==> run_1/port_trees.png <==
Scale bar: 20 um.
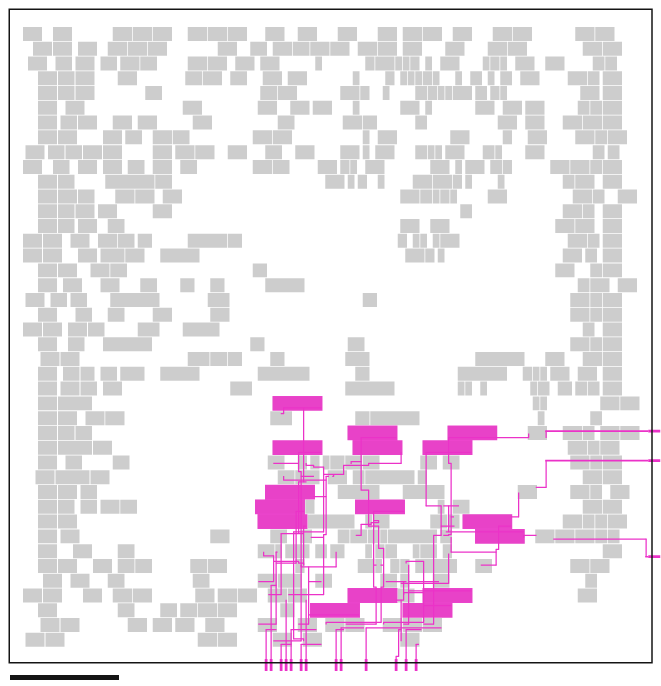
==> run_1/route_heat.png <==
24 x 24 tiles, from dark blue (low) to red (high), scaled to the fullest tile. Values are wire area over tile area, all layers added.
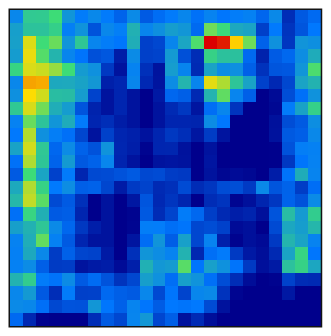
==> run_1/class_map.png <==
Fill, decap, tap and diode cells in grey.
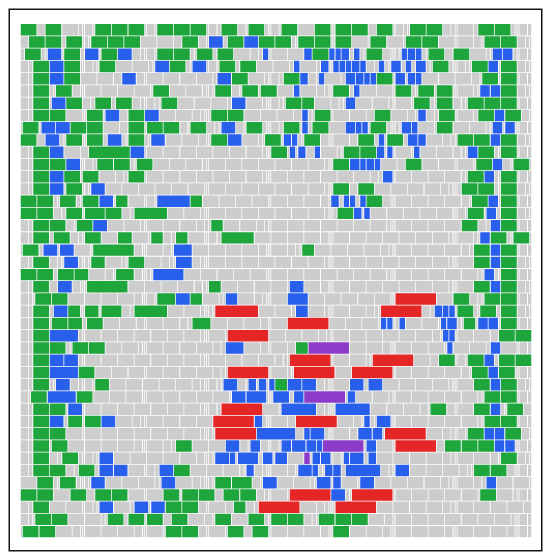
==> run_1/floorplan.png <==
Scale bar: 20 um. Pins as bars on the die edge. Tap cells in grey.
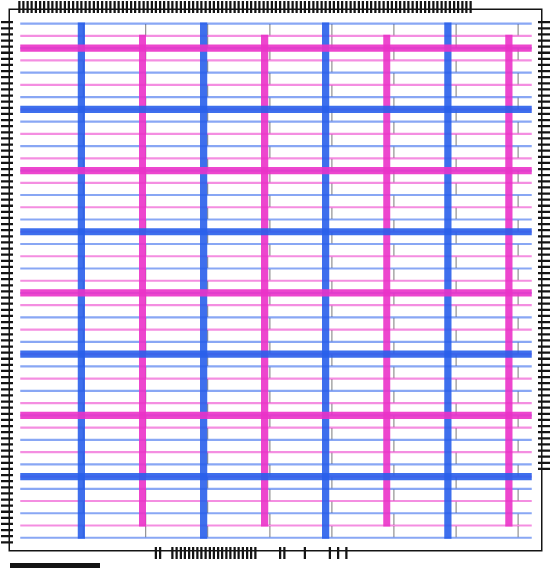
--- src/rtl/mem_host_arbiter_if.sv ---
// Bus bundle between the requesting hosts, the arbiter and the shared SRAM.
// The arbiter connects through the slave modport; the host/memory side
// (testbench or surrounding SoC glue) connects through the master modport.
interface mem_host_arbiter_if #(
    parameter int NumHosts  = 2,
    parameter int AddrWidth = 32,
    parameter int DataWidth = 32
);
    localparam int BeWidth = DataWidth / 8;

    // host side
    logic [NumHosts-1:0]           host_req_i;
    logic [NumHosts-1:0]           host_we_i;
    logic [NumHosts*AddrWidth-1:0] host_addr_i;
    logic [NumHosts*BeWidth-1:0]   host_be_i;
    logic [NumHosts*DataWidth-1:0] host_wdata_i;
    logic [NumHosts-1:0]           host_gnt_o;
    logic [NumHosts-1:0]           host_rvalid_o;
    logic [NumHosts-1:0]           host_err_o;
    logic [DataWidth-1:0]          host_rdata_o;

    // memory side
    logic                          mem_req_o;
    logic                          mem_we_o;
    logic [AddrWidth-1:0]          mem_addr_o;
    logic [BeWidth-1:0]            mem_be_o;
    logic [DataWidth-1:0]          mem_wdata_o;
    logic                          mem_rvalid_i;
    logic [DataWidth-1:0]          mem_rdata_i;

    // status
    logic [15:0]                   err_count_o;

    modport slave (
        input  host_req_i, host_we_i, host_addr_i, host_be_i, host_wdata_i,
        output host_gnt_o, host_rvalid_o, host_err_o, host_rdata_o,
        output mem_req_o, mem_we_o, mem_addr_o, mem_be_o, mem_wdata_o,
        input  mem_rvalid_i, mem_rdata_i,
        output err_count_o
    );

    modport master (
        output host_req_i, host_we_i, host_addr_i, host_be_i, host_wdata_i,
        input  host_gnt_o, host_rvalid_o, host_err_o, host_rdata_o,
        input  mem_req_o, mem_we_o, mem_addr_o, mem_be_o, mem_wdata_o,
        output mem_rvalid_i, mem_rdata_i,
        input  err_count_o
    );
endinterface

--- src/rtl/mem_host_arbiter.sv ---
// N-host to single-SRAM arbiter: same-cycle grant (fixed priority or
// round-robin), SRAM window decode, one-cycle response routing back to the
// granted host, error responses for unmapped addresses and a saturating
// error counter.
module mem_host_arbiter #(
    parameter int          NumHosts   = 2,
    parameter int          AddrWidth  = 32,
    parameter int          DataWidth  = 32,
    parameter logic [31:0] MemStart   = 32'h0000_0000,
    parameter int          MemSize    = 65536,
    parameter bit          RoundRobin = 1'b1
) (
    input  logic clk_sys,
    input  logic rst_sys_n,
    mem_host_arbiter_if.slave bus
);
    localparam int BeWidth = DataWidth / 8;
    localparam int HostW   = (NumHosts > 1) ? $clog2(NumHosts) : 1;

    localparam logic [AddrWidth-1:0] WinMask   = ~AddrWidth'(MemSize - 1);
    localparam logic [AddrWidth-1:0] WinBase   = AddrWidth'(MemStart);
    localparam logic [HostW:0]       NumHostsW = (HostW + 1)'(NumHosts);
    localparam logic [HostW-1:0]     LastHost  = HostW'(NumHosts - 1);

    // unpacked views of the packed per-host buses
    logic [AddrWidth-1:0] addr_arr  [NumHosts];
    logic [BeWidth-1:0]   be_arr    [NumHosts];
    logic [DataWidth-1:0] wdata_arr [NumHosts];

    logic [HostW-1:0] last_q;
    logic             rsp_valid_q;
    logic [HostW-1:0] rsp_host_q;
    logic             rsp_err_q;
    logic [15:0]      err_count_q;

    logic             any_gnt;
    logic [HostW-1:0] win_idx;
    logic [HostW:0]   cand;
    logic             win_hit;

    genvar gi;
    generate
        for (gi = 0; gi < NumHosts; gi++) begin : g_host
            assign addr_arr[gi]  = bus.host_addr_i[gi*AddrWidth +: AddrWidth];
            assign be_arr[gi]    = bus.host_be_i[gi*BeWidth +: BeWidth];
            assign wdata_arr[gi] = bus.host_wdata_i[gi*DataWidth +: DataWidth];

            assign bus.host_gnt_o[gi]    = any_gnt && (win_idx == HostW'(gi));
            assign bus.host_rvalid_o[gi] = rsp_valid_q && (rsp_host_q == HostW'(gi))
                                           && (rsp_err_q || bus.mem_rvalid_i);
            assign bus.host_err_o[gi]    = rsp_valid_q && (rsp_host_q == HostW'(gi))
                                           && rsp_err_q;
        end
    endgenerate

    // Pick the winner: search upward from last_q+1 (round-robin) or from
    // host 0 (fixed priority). The rotated index stays below 2*NumHosts, so
    // a single conditional subtract implements the wrap. No grants in reset.
    always_comb begin
        any_gnt = 1'b0;
        win_idx = '0;
        cand    = '0;
        for (int k = 0; k < NumHosts; k++) begin
            if (RoundRobin) begin
                cand = {1'b0, last_q} + (HostW + 1)'(k + 1);
                if (cand >= NumHostsW) begin
                    cand = cand - NumHostsW;
                end
            end else begin
                cand = (HostW + 1)'(k);
            end
            if (!any_gnt && bus.host_req_i[cand[HostW-1:0]]) begin
                any_gnt = 1'b1;
                win_idx = cand[HostW-1:0];
            end
        end
        if (!rst_sys_n) begin
            any_gnt = 1'b0;
        end
    end

    // Decode the winner against the SRAM window and drive the memory port;
    // a miss is still granted but never reaches the SRAM.
    always_comb begin
        win_hit         = ((addr_arr[win_idx] & WinMask) == WinBase);
        bus.mem_req_o   = any_gnt && win_hit;
        bus.mem_we_o    = 1'b0;
        bus.mem_addr_o  = '0;
        bus.mem_be_o    = '0;
        bus.mem_wdata_o = '0;
        if (any_gnt) begin
            bus.mem_we_o    = bus.host_we_i[win_idx];
            bus.mem_addr_o  = addr_arr[win_idx];
            bus.mem_be_o    = be_arr[win_idx];
            bus.mem_wdata_o = wdata_arr[win_idx];
        end
    end

    // Read data is only meaningful for a pending hit; otherwise drive zero.
    assign bus.host_rdata_o = (rsp_valid_q && !rsp_err_q) ? bus.mem_rdata_i : '0;
    assign bus.err_count_o  = err_count_q;

    // Track the outstanding response and the round-robin pointer; every
    // grant cycle loads a new response, idle cycles retire it.
    always_ff @(posedge clk_sys or negedge rst_sys_n) begin
        if (!rst_sys_n) begin
            last_q      <= LastHost;
            rsp_valid_q <= 1'b0;
            rsp_host_q  <= '0;
            rsp_err_q   <= 1'b0;
        end else begin
            rsp_valid_q <= any_gnt;
            if (any_gnt) begin
                last_q     <= win_idx;
                rsp_host_q <= win_idx;
                rsp_err_q  <= !win_hit;
            end
        end
    end

    // Count error responses. Counting when the miss is granted makes the new
    // value visible in the same cycle the error response is presented.
    always_ff @(posedge clk_sys or negedge rst_sys_n) begin
        if (!rst_sys_n) begin
            err_count_q <= '0;
        end else if (any_gnt && !win_hit && (err_count_q != 16'hFFFF)) begin
            err_count_q <= err_count_q + 16'd1;
        end
    end
endmodule

--- src/flat_wrapper.sv ---
// flat-port wrapper written by rule: the top's interface ports become plain ports
module mem_host_arbiter_flat 
#(
    parameter int          NumHosts   = 2,
    parameter int          AddrWidth  = 32,
    parameter int          DataWidth  = 32,
    parameter logic [31:0] MemStart   = 32'h0000_0000,
    parameter int          MemSize    = 65536,
    parameter bit          RoundRobin = 1'b1
)
  (clk_sys, rst_sys_n, bus_host_req_i, bus_host_we_i, bus_host_addr_i, bus_host_be_i, bus_host_wdata_i, bus_host_gnt_o, bus_host_rvalid_o, bus_host_err_o, bus_host_rdata_o, bus_mem_req_o, bus_mem_we_o, bus_mem_addr_o, bus_mem_be_o, bus_mem_wdata_o, bus_mem_rvalid_i, bus_mem_rdata_i, bus_err_count_o);
  mem_host_arbiter_if #(.NumHosts(NumHosts), .AddrWidth(AddrWidth), .DataWidth(DataWidth)) bus_i ();
  input  logic clk_sys;
  input  logic rst_sys_n;
  input wire logic [$bits(bus_i.host_req_i)-1:0] bus_host_req_i;
  input wire logic [$bits(bus_i.host_we_i)-1:0] bus_host_we_i;
  input wire logic [$bits(bus_i.host_addr_i)-1:0] bus_host_addr_i;
  input wire logic [$bits(bus_i.host_be_i)-1:0] bus_host_be_i;
  input wire logic [$bits(bus_i.host_wdata_i)-1:0] bus_host_wdata_i;
  output wire logic [$bits(bus_i.host_gnt_o)-1:0] bus_host_gnt_o;
  output wire logic [$bits(bus_i.host_rvalid_o)-1:0] bus_host_rvalid_o;
  output wire logic [$bits(bus_i.host_err_o)-1:0] bus_host_err_o;
  output wire logic [$bits(bus_i.host_rdata_o)-1:0] bus_host_rdata_o;
  output wire logic [$bits(bus_i.mem_req_o)-1:0] bus_mem_req_o;
  output wire logic [$bits(bus_i.mem_we_o)-1:0] bus_mem_we_o;
  output wire logic [$bits(bus_i.mem_addr_o)-1:0] bus_mem_addr_o;
  output wire logic [$bits(bus_i.mem_be_o)-1:0] bus_mem_be_o;
  output wire logic [$bits(bus_i.mem_wdata_o)-1:0] bus_mem_wdata_o;
  input wire logic [$bits(bus_i.mem_rvalid_i)-1:0] bus_mem_rvalid_i;
  input wire logic [$bits(bus_i.mem_rdata_i)-1:0] bus_mem_rdata_i;
  output wire logic [$bits(bus_i.err_count_o)-1:0] bus_err_count_o;
  assign bus_i.host_req_i = bus_host_req_i;
  assign bus_i.host_we_i = bus_host_we_i;
  assign bus_i.host_addr_i = bus_host_addr_i;
  assign bus_i.host_be_i = bus_host_be_i;
  assign bus_i.host_wdata_i = bus_host_wdata_i;
  assign bus_host_gnt_o = bus_i.host_gnt_o;
  assign bus_host_rvalid_o = bus_i.host_rvalid_o;
  assign bus_host_err_o = bus_i.host_err_o;
  assign bus_host_rdata_o = bus_i.host_rdata_o;
  assign bus_mem_req_o = bus_i.mem_req_o;
  assign bus_mem_we_o = bus_i.mem_we_o;
  assign bus_mem_addr_o = bus_i.mem_addr_o;
  assign bus_mem_be_o = bus_i.mem_be_o;
  assign bus_mem_wdata_o = bus_i.mem_wdata_o;
  assign bus_i.mem_rvalid_i = bus_mem_rvalid_i;
  assign bus_i.mem_rdata_i = bus_mem_rdata_i;
  assign bus_err_count_o = bus_i.err_count_o;
  mem_host_arbiter #(.NumHosts(NumHosts), .AddrWidth(AddrWidth), .DataWidth(DataWidth), .MemStart(MemStart), .MemSize(MemSize), .RoundRobin(RoundRobin)) u_core (.clk_sys(clk_sys), .rst_sys_n(rst_sys_n), .bus(bus_i));
endmodule
--- config.mk ---
export PLATFORM = sky130hd
export DESIGN_NAME = mem_host_arbiter_flat
export DESIGN_NICKNAME = d
export VERILOG_FILES = /design/src/rtl/mem_host_arbiter_if.sv /design/src/rtl/mem_host_arbiter.sv /design/src/flat_wrapper.sv
export SDC_FILE = /design/constraint.sdc
export NUM_CORES = 1
export LEC_CHECK = 0
export ABC_AREA = 0
export CORE_AREA = 2 2 116 118
export DETAILED_ROUTE_END_ITERATION = 7
export DIE_AREA = 0 0 118 120
export SKIP_LAST_GASP = 1
export SYNTH_ARGS = -nofsm -noshare
export SYNTH_HDL_FRONTEND = slang
export SYNTH_SLANG_ARGS = --single-unit
--- constraint.sdc ---
create_clock -name clk_sys -period 3.5 [get_ports clk_sys]
set_clock_uncertainty 0.2 [all_clocks]
set_input_delay 0.7 -clock clk_sys [delete_from_list [all_inputs] [get_ports clk_sys]]
set_output_delay 0.7 -clock clk_sys [all_outputs]
set_load 0.005 [all_outputs]
==> results.txt <==
fresh numbers from the pnr run: cells along the critical path=clkdlybuf4s50_1 -> o21ai_2 -> buf_4 -> nor2_8 -> clkbuf_16 -> a22o_4 -> clkdlybuf4s50_1, CTS resizes=9, Pre-antenna DRT Iters=4, Yosys top cell by area=dfrtp_1, Post-CTS Setup Inserts=0, Routed Antenna Nets=0, r2r setup slk=1160 ps, Setup CP Type=in -> out, CP endpoint=bus_mem_wdata_o[15], Hold Crit Start=u_core.bus.err_count_o[10]$_DFFE_PN0P_, Routed met2 length=~7400 um, # Taps=176, Crit. End Element=output pin, Comb/total area=27.5%, vias in the first global route=roughly 3300, Combinational Power Share=between 50% and 60%, setup tns final=0 ps, Post-CTS Hold Buffers=0, Syn. warnings=0, Sw Ratio=between 30% and 40%, GR Util All Layers=between 10% and 20%, Synth async-reset ratio=100%, Slew Viols, Final=0, RSZ-0062 raised after global routing=false, GR Layer Usage met2=34.3%, register share after synthesis=23.7%, final instance area=5610 um^2, most used cell, CP=clkdlybuf4s50_1, antenna violations before repair=0, H-tree Lvls=1, fin crit period=approximately 3400 ps, xor/xnor share=under 10%, CP startpoint=bus_host_req_i[1], Metal-1 WL=about 4300 um, power of the combinational group=~770 uW, Core Footprint=roughly 13000 um^2, met1 GRT Util=16.3%, num ports=~300, met3 Track Usage GR=~3.4%, total gr overflow=0, share of power burned in registers=roughly a quarter, slowest CP cell=clkdlybuf4s50_1, Synth top area share=between 20% and 30%, Avg Cell Area, Syn=between 8 and 9 um^2, total power draw=1.37 mW, RR Startpoint=u_core.bus.err_count_o[0]$_DFFE_PN0P_, share of layout cells above drive strength 1=7.61%, biggest area cells=dfrtp_1 (22%), a22o_1 (22%), and2_1 (9.7%), nand2_1 (6.7%), xor2_1 (5.4%), global-route wire length before repair=18500 um, fa+ha+maj area frac=0.590%, clock sink count=20, clock transition at the registers of the reported paths=roughly 60 ps, PortBufs=approximately 300, Ant. Diodes=0, aoi share=between 20% and 30%, Storage cell area=around 500 um^2, root buf cell=clkbuf_16, gpl congestion=0.944, Worst Tran Pin Value=between 400 and 500 ps, nonclk buf count=about 320, critical path depth=7, Final Setup Violations=0, Psw=about 420 uW, sequential cell area share=just under 9%, Worst Hold Depth=1, Max-area cell class=non-clock buffers, most frequent cells in the layout=clkdlybuf4s50_1 (288), a22o_1 (51), nand2_1 (38), worst vdd ir=0.156 mV, Worst setup SP type=primary input, clock network area share=between 1 and 1.5%, FP Util=between 10% and 20%, Main synth FF type=dfrtp_1, largest net degree at the start of global routing=38, final hold slack=301 ps, status=finished clean, Place WS=-51.0 ps, DR vias/cell=approximately 4.5
-- port_trees.png (at the start) --
- magenta: bus_err_count_o (bits 16; direction output; end cells 16; buffers 16; wire 808 um)

-- route_heat.png (at the start) --
- mean over tiles: 0.16
- nearly empty tiles: 12%
- emptiest ninth of the die: centre
- fullest tile: 0.73

-- class_map.png (at the start) --
- red: registers (cells 20)
- blue: remaining logic cells (cells 220)
- green: remaining buffers and delay cells (cells 321)
- purple: clock drivers and dummy loads (cells 4)

-- floorplan.png (at the start) --
- magenta: VDD
- blue: VSS
- signal pins: 299
- met1 rails: 43

Power figures rest on the tool's default switching activity, not on a simulated workload.
